$ cat config.mk
export PLATFORM = sky130hd
export DESIGN_NAME = writeback_queue
export DESIGN_NICKNAME = d
export VERILOG_FILES = /design/src/rtl/writeback_queue.sv
export SDC_FILE = /design/constraint.sdc
export NUM_CORES = 1
export LEC_CHECK = 0
export CAP_MARGIN = 15
export CORE_MARGIN = 3
export CORE_UTILIZATION = 30
export CTS_BUF_LIST = sky130_fd_sc_hd__clkbuf_8
export DETAILED_ROUTE_END_ITERATION = 10
export SYNTH_ARGS = -nofsm -noshare
export SYNTH_HDL_FRONTEND = slang
export SYNTH_SLANG_ARGS = --single-unit
$ cat constraint.sdc
create_clock -name clock -period 3.33 [get_ports clock]
set_clock_uncertainty 0.1 [all_clocks]
set_input_delay 0.999 -clock clock [delete_from_list [all_inputs] [get_ports clock]]
set_output_delay 0.999 -clock clock [all_outputs]
set_load 0.005 [all_outputs]
$ cat src/rtl/writeback_queue.sv
// writeback_queue: FIFO of completed results ahead of the register bank write port.
// Optional `WB_FORWARD_EN adds qfwdA..qfwdD bypass values for the hazard queries.
module writeback_queue #(
  parameter int DEPTH = 4,
  parameter int AW    = 5,
  parameter int DW    = 32
) (
  input  logic                       clock,
  input  logic                       reset,
  input  logic                       in_valid,
  output logic                       in_ready,
  input  logic [AW-1:0]              in_adr,
  input  logic [DW-1:0]              in_value,
  input  logic                       hold,
  output logic                       wenable,
  output logic [AW-1:0]              wadr,
  output logic [DW-1:0]              wvalue,
  input  logic [AW-1:0]              qadrA,
  input  logic [AW-1:0]              qadrB,
  input  logic [AW-1:0]              qadrC,
  input  logic [AW-1:0]              qadrD,
  output logic                       qhitA,
  output logic                       qhitB,
  output logic                       qhitC,
  output logic                       qhitD,
`ifdef WB_FORWARD_EN
  output logic [DW-1:0]              qfwdA,
  output logic [DW-1:0]              qfwdB,
  output logic [DW-1:0]              qfwdC,
  output logic [DW-1:0]              qfwdD,
`endif
  output logic [$clog2(DEPTH):0]     count
);

  localparam int PW = $clog2(DEPTH);
  localparam int CW = PW + 1;

  logic [AW-1:0]    mem_adr [DEPTH];
  logic [DW-1:0]    mem_val [DEPTH];
  logic [PW-1:0]    head;
  logic [PW-1:0]    tail;
  logic [CW-1:0]    cnt;
  logic             push;
  logic             pop;
  logic             nonempty;
  logic [DEPTH-1:0] live;
  logic [AW-1:0]    qadr [4];
  logic [3:0]       qhit;

  assign nonempty = (cnt != '0);
  assign in_ready = (cnt < CW'(DEPTH));
  assign push     = in_valid && in_ready;
  assign wenable  = nonempty && !hold;
  assign pop      = wenable;
  assign wadr     = nonempty ? mem_adr[head] : '0;
  assign wvalue   = nonempty ? mem_val[head] : '0;
  assign count    = cnt;

  always_ff @(posedge clock or posedge reset) begin
    if (reset) begin
      head <= '0;
      tail <= '0;
      cnt  <= '0;
    end else begin
      if (push) tail <= tail + 1'b1;
      if (pop)  head <= head + 1'b1;
      unique case (1'b1)
        (push && !pop): cnt <= cnt + 1'b1;
        (pop && !push): cnt <= cnt - 1'b1;
        default:        cnt <= cnt;
      endcase
    end
  end

  // Payload needs no reset: only slots covered by cnt are ever observed.
  always_ff @(posedge clock) begin
    if (push) begin
      mem_adr[tail] <= in_adr;
      mem_val[tail] <= in_value;
    end
  end

  // A slot is live when its distance from head is below the occupancy.
  always_comb begin
    live = '0;
    for (int i = 0; i < DEPTH; i++)
      live[i] = ({1'b0, PW'(i) - head} < cnt);
  end

  assign qadr[0] = qadrA;
  assign qadr[1] = qadrB;
  assign qadr[2] = qadrC;
  assign qadr[3] = qadrD;

  always_comb begin
    qhit = '0;
    for (int q = 0; q < 4; q++)
      for (int i = 0; i < DEPTH; i++)
        if (live[i] && (mem_adr[i] == qadr[q]))
          qhit[q] = 1'b1;
  end

  assign qhitA = qhit[0];
  assign qhitB = qhit[1];
  assign qhitC = qhit[2];
  assign qhitD = qhit[3];

`ifdef WB_FORWARD_EN
  logic [DW-1:0] qfwd [4];

  // Walk oldest to youngest so the last match left standing is the youngest.
  always_comb begin
    for (int q = 0; q < 4; q++) begin
      qfwd[q] = '0;
      for (int k = 0; k < DEPTH; k++)
        if ((CW'(k) < cnt) &&
            (mem_adr[head + PW'(k)] == qadr[q]))
          qfwd[q] = mem_val[head + PW'(k)];
    end
  end

  assign qfwdA = qfwd[0];
  assign qfwdB = qfwd[1];
  assign qfwdC = qfwd[2];
  assign qfwdD = qfwd[3];
`endif

endmodule

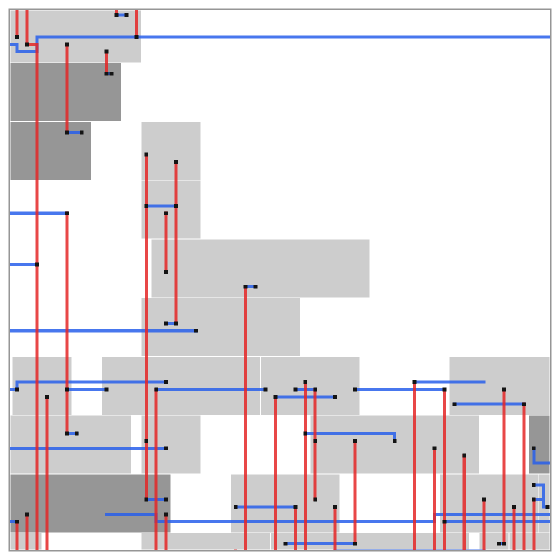
Figure 1: run 1, layout detail.
Region (108, 108) to (133, 133) µm. Cells in grey, sequential cells in the stronger grey; small squares are vias.
legend:
  blue:
    layer: met1
  red:
    layer: met2
most frequent: buf_4 (4), buf_12 (3)
cells with their middle in the window: 15
sequential cells in the window: 1
netlist names of flops here include: head (1)

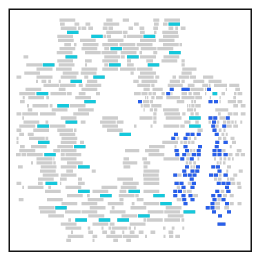
Figure 2: run 1, gate-type map.
(1.5 px per µm)
legend:
  cyan:
    family: multiplexers
    cells: 38
    most_used: mux4_2
  blue:
    family: XOR/XNOR gates
    cells: 87
    most_used: xor2_1

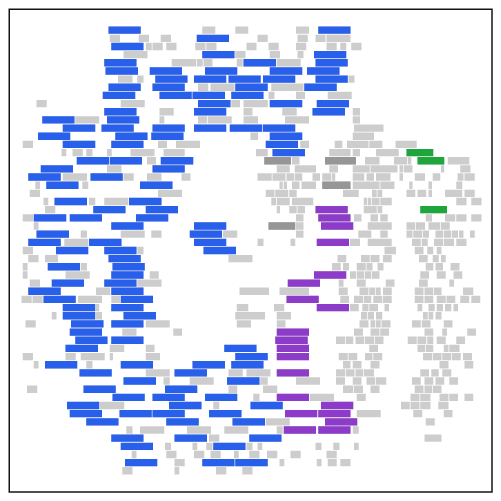
Figure 3: run 1, register map, names as in the netlist.
(3 px per µm)
legend:
  green:
    netlist_name: count
    flops: 3
  blue:
    netlist_name: mem_val
    flops: 128
  purple:
    netlist_name: mem_adr
    flops: 20
not coloured: 4

[run 1: worst min path at each step]
stage,from,to,slack [ns],cells after the start
floorplan,tail[1]$_DFFE_PP0P_,tail[1]$_DFFE_PP0P_,0.48,2
global placement,tail[1]$_DFFE_PP0P_,tail[1]$_DFFE_PP0P_,0.51,2
detailed placement,tail[1]$_DFFE_PP0P_,tail[1]$_DFFE_PP0P_,0.54,2
CTS,tail[1]$_DFFE_PP0P_,tail[1]$_DFFE_PP0P_,0.56,2
global route,tail[0]$_DFFE_PP0P_,tail[0]$_DFFE_PP0P_,0.59,2
finish,tail[1]$_DFFE_PP0P_,tail[1]$_DFFE_PP0P_,0.55,2
[run 1: synth_stat cells]
library cell / instances / area share (%)
nand2b_4: 1 / 0.19
a21boi_1: 1 / 0.11
dfrtp_1: 7 / 2.4
ha_1: 9 / 1.6
buf_1: 14 / 0.73
a21oi_1: 1 / 0.070
fa_1: 1 / 0.28
inv_1: 10 / 0.52
edfxtp_1: 148 / 62
clkbuf_2: 1 / 0.070
buf_8: 1 / 0.21
nor3_1: 17 / 1.2
nand2_1: 2 / 0.11
buf_2: 6 / 0.42
nand4_1: 20 / 1.7
o21ai_0: 3 / 0.21
nor2_2: 1 / 0.088
clkbuf_1: 14 / 0.73
xnor2_1: 36 / 4.4
a31oi_1: 2 / 0.17
and2_1: 4 / 0.35
nor2_1: 1 / 0.052
buf_6: 4 / 0.63
mux2i_1: 1 / 0.14
mux4_2: 37 / 12
xor2_1: 51 / 6.2
nor2b_1: 40 / 3.5
[run 1: cells by family after synthesis]
family,after synthesis,synth area share (%)
AND-OR/OR-AND,7,0.560
XOR/XNOR,87,10.7
adder cells (fa/ha/maj),10,1.85
buffers and inverters,50,3.32
flip-flops,155,64.6
multiplexers,38,11.8
AND/OR/NAND/NOR,86,7.23
==> reports/results.ini, run 1 <==
[outcome]
run_status = finished, violations left
violations = setup timing

[global_routing]
maximum_number_of_pins_on_one_net_before_global_route_repair = 38

[sta]
report.final.setup_viol = 2
fin_hold_ws_ns = 0.548
setup_ws_ns = -0.0447

[synthesis]
syn_nets = 504
yosys_warning_total = 0
synth.distinct_cells = 27
ys_cells = 433
syn_inst = 433

[setup_path]
critical_path.top_delay_family = buffers and inverters
crit_buf_inv = 4
crit_arrival_ns = 2.28
crit_path_start_kind = flop

[run]
stage_log_warnings = 32

[detailed_routing]
post_drt_via_cell_ratio = 4.63
drcViolationCount = 0
drt.antenna.violating_nets = 0
route.met2.wl_um = 8350
drt-wirelength-per-cell_um = 19.5

[floorplan]
nWellTaps = 313
core.rowCount = 55

[finish]
finish.instance_area_mm2 = 0.00936
n_fill_cell = 2157
area_overhead_of_the_layout_relative_to_synthesis_pct = 30.9
sh_comb_area_pct = 26.0

[placed_design]
total_of_buffers_placed_on_input_and_output_ports = 106
placed_cells = 847

[cts]
htreeDepth = 4
postCtsSetupRepairBufs = 11

[pwr]
cellLeakagePower_uw = 0.00330
power.largest_group = combinational cells

## Run 2: what changed since run 1
MAX_ROUTING_LAYER = met4   (was unset)
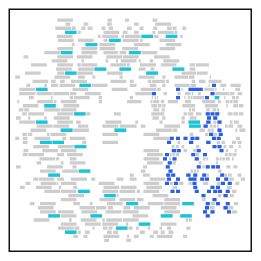
Figure 4: run 2, gate-type map.
(1.5 px per µm)
legend:
  cyan:
    family: multiplexers
    cells: 38
    most_used: mux4_2
  blue:
    family: XOR/XNOR gates
    cells: 87
    most_used: xor2_1

==> run 2 against run 1 <==
The flow still finishes with violations (setup timing). First-iteration DRC count shrank 22%. Routed wire length increased by 1.0%. Largest cell class unchanged. Utilization up 0.44 points. Non-clock buffer count rose by 8. Combinational power is 4% higher. Sequential cell count is the same. Global-route usage is 0.54 points higher. Hold slack improved by 0.016 ns. Critical path type unchanged. Clock-buffer cell count unchanged.
==> reports/results.ini, run 2 <==
[sta]
report.final.setup_viol = 1  ; was 2
setup_ws_ns = -0.0250  ; was -0.0447 ns
fin_hold_ws_ns = 0.564  ; was 0.548 ns

[synthesis]
yosys_warning_total = 0  ; unchanged
enable_flop_cells = 148  ; unchanged
synth.distinct_cells = 27  ; unchanged
ys_cells = 433  ; unchanged
syn_inst = 433  ; unchanged
post-synth-top-count-cell = edfxtp_1  ; unchanged
topCellsByArea = edfxtp_1, mux4_2, xor2_1  ; unchanged
netlist.top_cell.by_area = edfxtp_1  ; unchanged
synth_async_sr_flop_share_pct = 4.52  ; unchanged
yosys.area.top_type_share_pct = 62.1  ; unchanged
syn_nets = 504  ; unchanged
ys_dominant_reg_cell = edfxtp_1  ; unchanged

[placed_design]
placed_cells = 848  ; was 847
total_of_buffers_placed_on_input_and_output_ports = 106  ; unchanged

[setup_path]
crit_arrival_ns = 2.26  ; was 2.28 ns
critical_path.top_delay_family = flip-flops  ; was buffers and inverters
crit_path_end_kind = primary output  ; unchanged
crit_buf_inv = 4  ; unchanged
crit_path_start_kind = flop  ; unchanged

[cts]
clk_path_buf_depth = 2  ; unchanged
postCtsSetupRepairBufs = 16  ; was 11
htreeDepth = 4  ; unchanged

[pwr]
swShare_pct = 32.2  ; was 32.5%
cellLeakagePower_uw = 0.00332  ; was 0.00330 µW
clkPwrFrac_pct = 17.6  ; was 18.3%
cellInternalPower_uw = 4970  ; was 4880 µW

[floorplan]
core.rowCount = 55  ; unchanged

[run]
stage_log_warnings = 32  ; unchanged

[detailed_routing]
drt.antenna.violating_nets = 0  ; unchanged
drt-wirelength-per-cell_um = 19.5  ; about the same
post_drt_via_cell_ratio = 4.59  ; was 4.63

[outcome]
run_status = finished, violations left  ; unchanged
violations = setup timing  ; unchanged

[worst_hold_path]
whs_path_depth = 2  ; unchanged

[global_routing]
grt_pass1_vias = 4587  ; was 4,656
maximum_number_of_pins_on_one_net_before_global_route_repair = 38  ; unchanged

[finish]
area_overhead_of_the_layout_relative_to_synthesis_pct = 32.3  ; was 30.9%
finish.instance_area_mm2 = 0.00946  ; was 0.00936 mm²

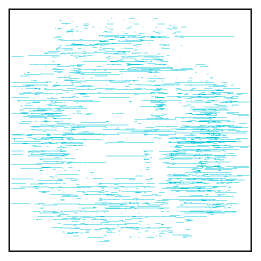
Figure 5: run 2, metal 1.
(1.5 px per µm)
main direction: horizontal
share of all routed wire: 44%
longest straight run: 50.1 µm

## run 2: final timing paths
check | start | endpoint | slack [ns]
worst max register to register | count[0]$_DFFE_PP0P_ | count[2]$_DFFE_PP0P_ | 1.14
min in group asynchronous | reset | count[2]$_DFFE_PP0P_ | 0.71
max in group asynchronous | reset | head[0]$_DFFE_PP0N_ | 2.15
worst min register to register | tail[1]$_DFFE_PP0P_ | tail[1]$_DFFE_PP0P_ | 0.56
worst max-delay path | head[0]$_DFFE_PP0N_ | qhitC | -0.02
worst min-delay path | tail[1]$_DFFE_PP0P_ | tail[1]$_DFFE_PP0P_ | 0.56
## run 2: logic make-up (layout without fill, tap and decap cells)
group	Yosys count	count (layout)	share of synthesized area, %
muxes	38	38	11.8
buffers and inverters	50	206	3.32
DFF	155	155	64.6
adders and majority gates	10	10	1.85
xor gates and xnor gates	87	87	10.7
and+or+nand+nor	86	86	7.23
AOI/OAI and AO/OA	7	7	0.560
## run 2: layout make-up
| cell class | count | area, µm² |
|---|---|---|
| multi-input cells | 228 | 2460 |
| fillers | 2156 | 13600 |
| clock buffers | 17 | 234 |
| clock inverters | 15 | 126 |
| well taps | 313 | 392 |
| flip-flops and latches | 155 | 4630 |
| repair buffers | 164 | 1590 |
| inverters | 10 | 40.0 |
## run 2: power groups by stage
stage | Combinational [µW] | Sequential (µW) | Clock (µW)
after floorplan | 1620 | 2570 | 0
after detailed placement | 3000 | 2660 | 0
after global placement | 2980 | 2640 | 0
after CTS | 3270 | 2620 | 1340
after global routing | 3690 | 2650 | 1430
final | 3410 | 2620 | 1290
## run 2: worst min-delay path, stage by stage, from the launching register on
cell and delay (ns):
dfrtp_1 0.42, inv_1 0.11, o21ai_0 0.10
## Run 3: what changed since run 2
HOLD_SLACK_MARGIN = 0.08   (was unset)
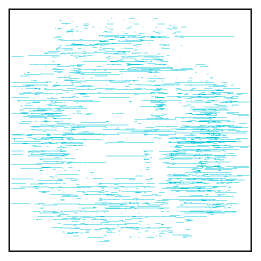
Figure 6: run 3, metal 1.
(1.5 px per µm)
GR met1 Demand/Resource: 17.9%
Via Count: 4,136
post-detailed-routing wire length: 17,600 µm

==> run 3 against run 2 <==
The flow still finishes with violations (setup timing). Worst setup slack stayed put. Clock power hardly changed. Hold slack stayed put. First-iteration DRC count stayed put. Total power stayed put. Non-clock buffer count stayed put. Synthesized cell count stayed put. Critical path type unchanged. Largest power group unchanged.
==> reports/results.ini, run 3 <==
[setup_path]
setup.worst_path.start = head[0]$_DFFE_PP0N_  ; unchanged
timing.rr.end = count[2]$_DFFE_PP0P_  ; unchanged
crit_path_end = qhitC  ; unchanged

[finish]
final-comb-area_mm2 = 0.00246  ; unchanged
area_overhead_of_the_layout_relative_to_synthesis_pct = 32.3  ; unchanged
register_area_mm2 = 0.00463  ; unchanged

[global_routing]
grt_pass1_vias = 4587  ; unchanged
maximum_number_of_pins_on_one_net_before_global_route_repair = 38  ; unchanged

[synthesis]
netlist.top_cell.by_area = edfxtp_1  ; unchanged
ys_cells = 433  ; unchanged
top_cells_by_count = edfxtp_1, xor2_1, nor2b_1  ; unchanged
synth.distinct_cells = 27  ; unchanged
yosys_warning_total = 0  ; unchanged
syn_inst = 433  ; unchanged
topCellsByArea = edfxtp_1, mux4_2, xor2_1  ; unchanged
synth_async_sr_flop_share_pct = 4.52  ; unchanged

[outcome]
violations = setup timing  ; unchanged
run_status = finished, violations left  ; unchanged

[detailed_routing]
drt.antenna.violating_nets = 0  ; unchanged
post_drt_via_cell_ratio = 4.59  ; unchanged
drt-wirelength-per-cell_um = 19.5  ; unchanged

[placed_design]
placed_cells = 848  ; unchanged

[sta]
setup_ws_ns = -0.0250  ; unchanged
report.final.setup_viol = 1  ; unchanged

[run]
stage_log_warnings = 32  ; unchanged

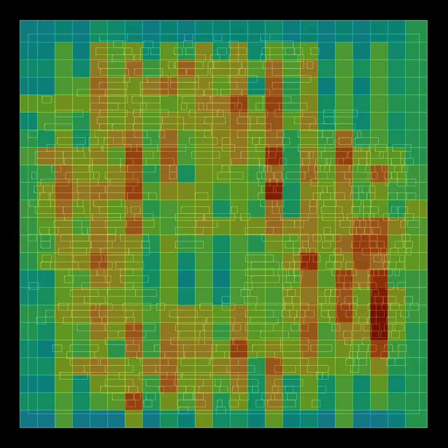
Figure 7: run 3, routing congestion map.
global-route usage over all layers: 14.3%
global-route track usage on met3: 3.33%
GR peak layer: met2
final core area utilization: 41.1%

## run 3: cell counts after synthesis
Identical to the previous run, type by type.
## run 3: cell families (layout without fill, tap and decap cells)
family	after synthesis	in the layout	share of synthesized area (%)
AOI/OAI and AO/OA	7	7	0.560
xor gates and xnor gates	87	87	10.7
DFF	155	155	64.6
buffers and inverters	50	206	3.32
muxes	38	38	11.8
and+or+nand+nor	86	86	7.23
adders and majority gates	10	10	1.85
## run 3: final cells by class
type / instances / share of cell area [%]
clock buffer: 17 / 2.47
clock inverter: 15 / 1.34
inverter: 10 / 0.423
multi-input combinational: 228 / 26.0
sequential: 155 / 48.9
tap: 313 / 4.14
timing repair buffer: 164 / 16.8
## run 3: metrics by stage
stage / TNS (ns) / util (%)
CTS: -0.519 / 40.5
finish: -0.0250 / 41.1
floorplan: 0 / -
detailed placement: -2.32 / 37.9
global route: -0.975 / 41.1
global placement: -2.23 / 37.9
## run 3: power breakdown
part / internal, µW / switching (µW)
logic: 1920 / 1490
clock network: 590 / 697
registers: 2460 / 169
total: 4970 / 2360
## run 3: critical path, stage by stage (launching register included)
cell,delay [ns]
dfrtp_4,0.51
buf_6,0.13
xor2_4,0.17
inv_2,0.07
ha_4,0.16
nor2b_4,0.12
a31oi_4,0.19
buf_6,0.12
nand4_1,0.06
nand4_1,0.15
buf_2,0.14
## run 3: routing by layer
layer | part of all wire (%) | global-route usage, % | vias to the layer above
li1 | - | - | 1886
met1 | 44 | 17.9 | 2124
met2 | 50 | 23.4 | 103
met3 | 4.0 | 3.33 | 23
met4 | 1.7 | 4.30 | 0
met5 | 0 | - | -
## run 3: timing repair
item / in CTS / in global routing
setup endpoints to repair: 41 / 25
pin swaps: 8 / 4
hold buffers: 0 / 0
setup buffers: 16 / 5
gates resized: 114 / 29
cloned: 3 / 0
Power figures rest on the tool's default switching activity, not on a simulated workload.
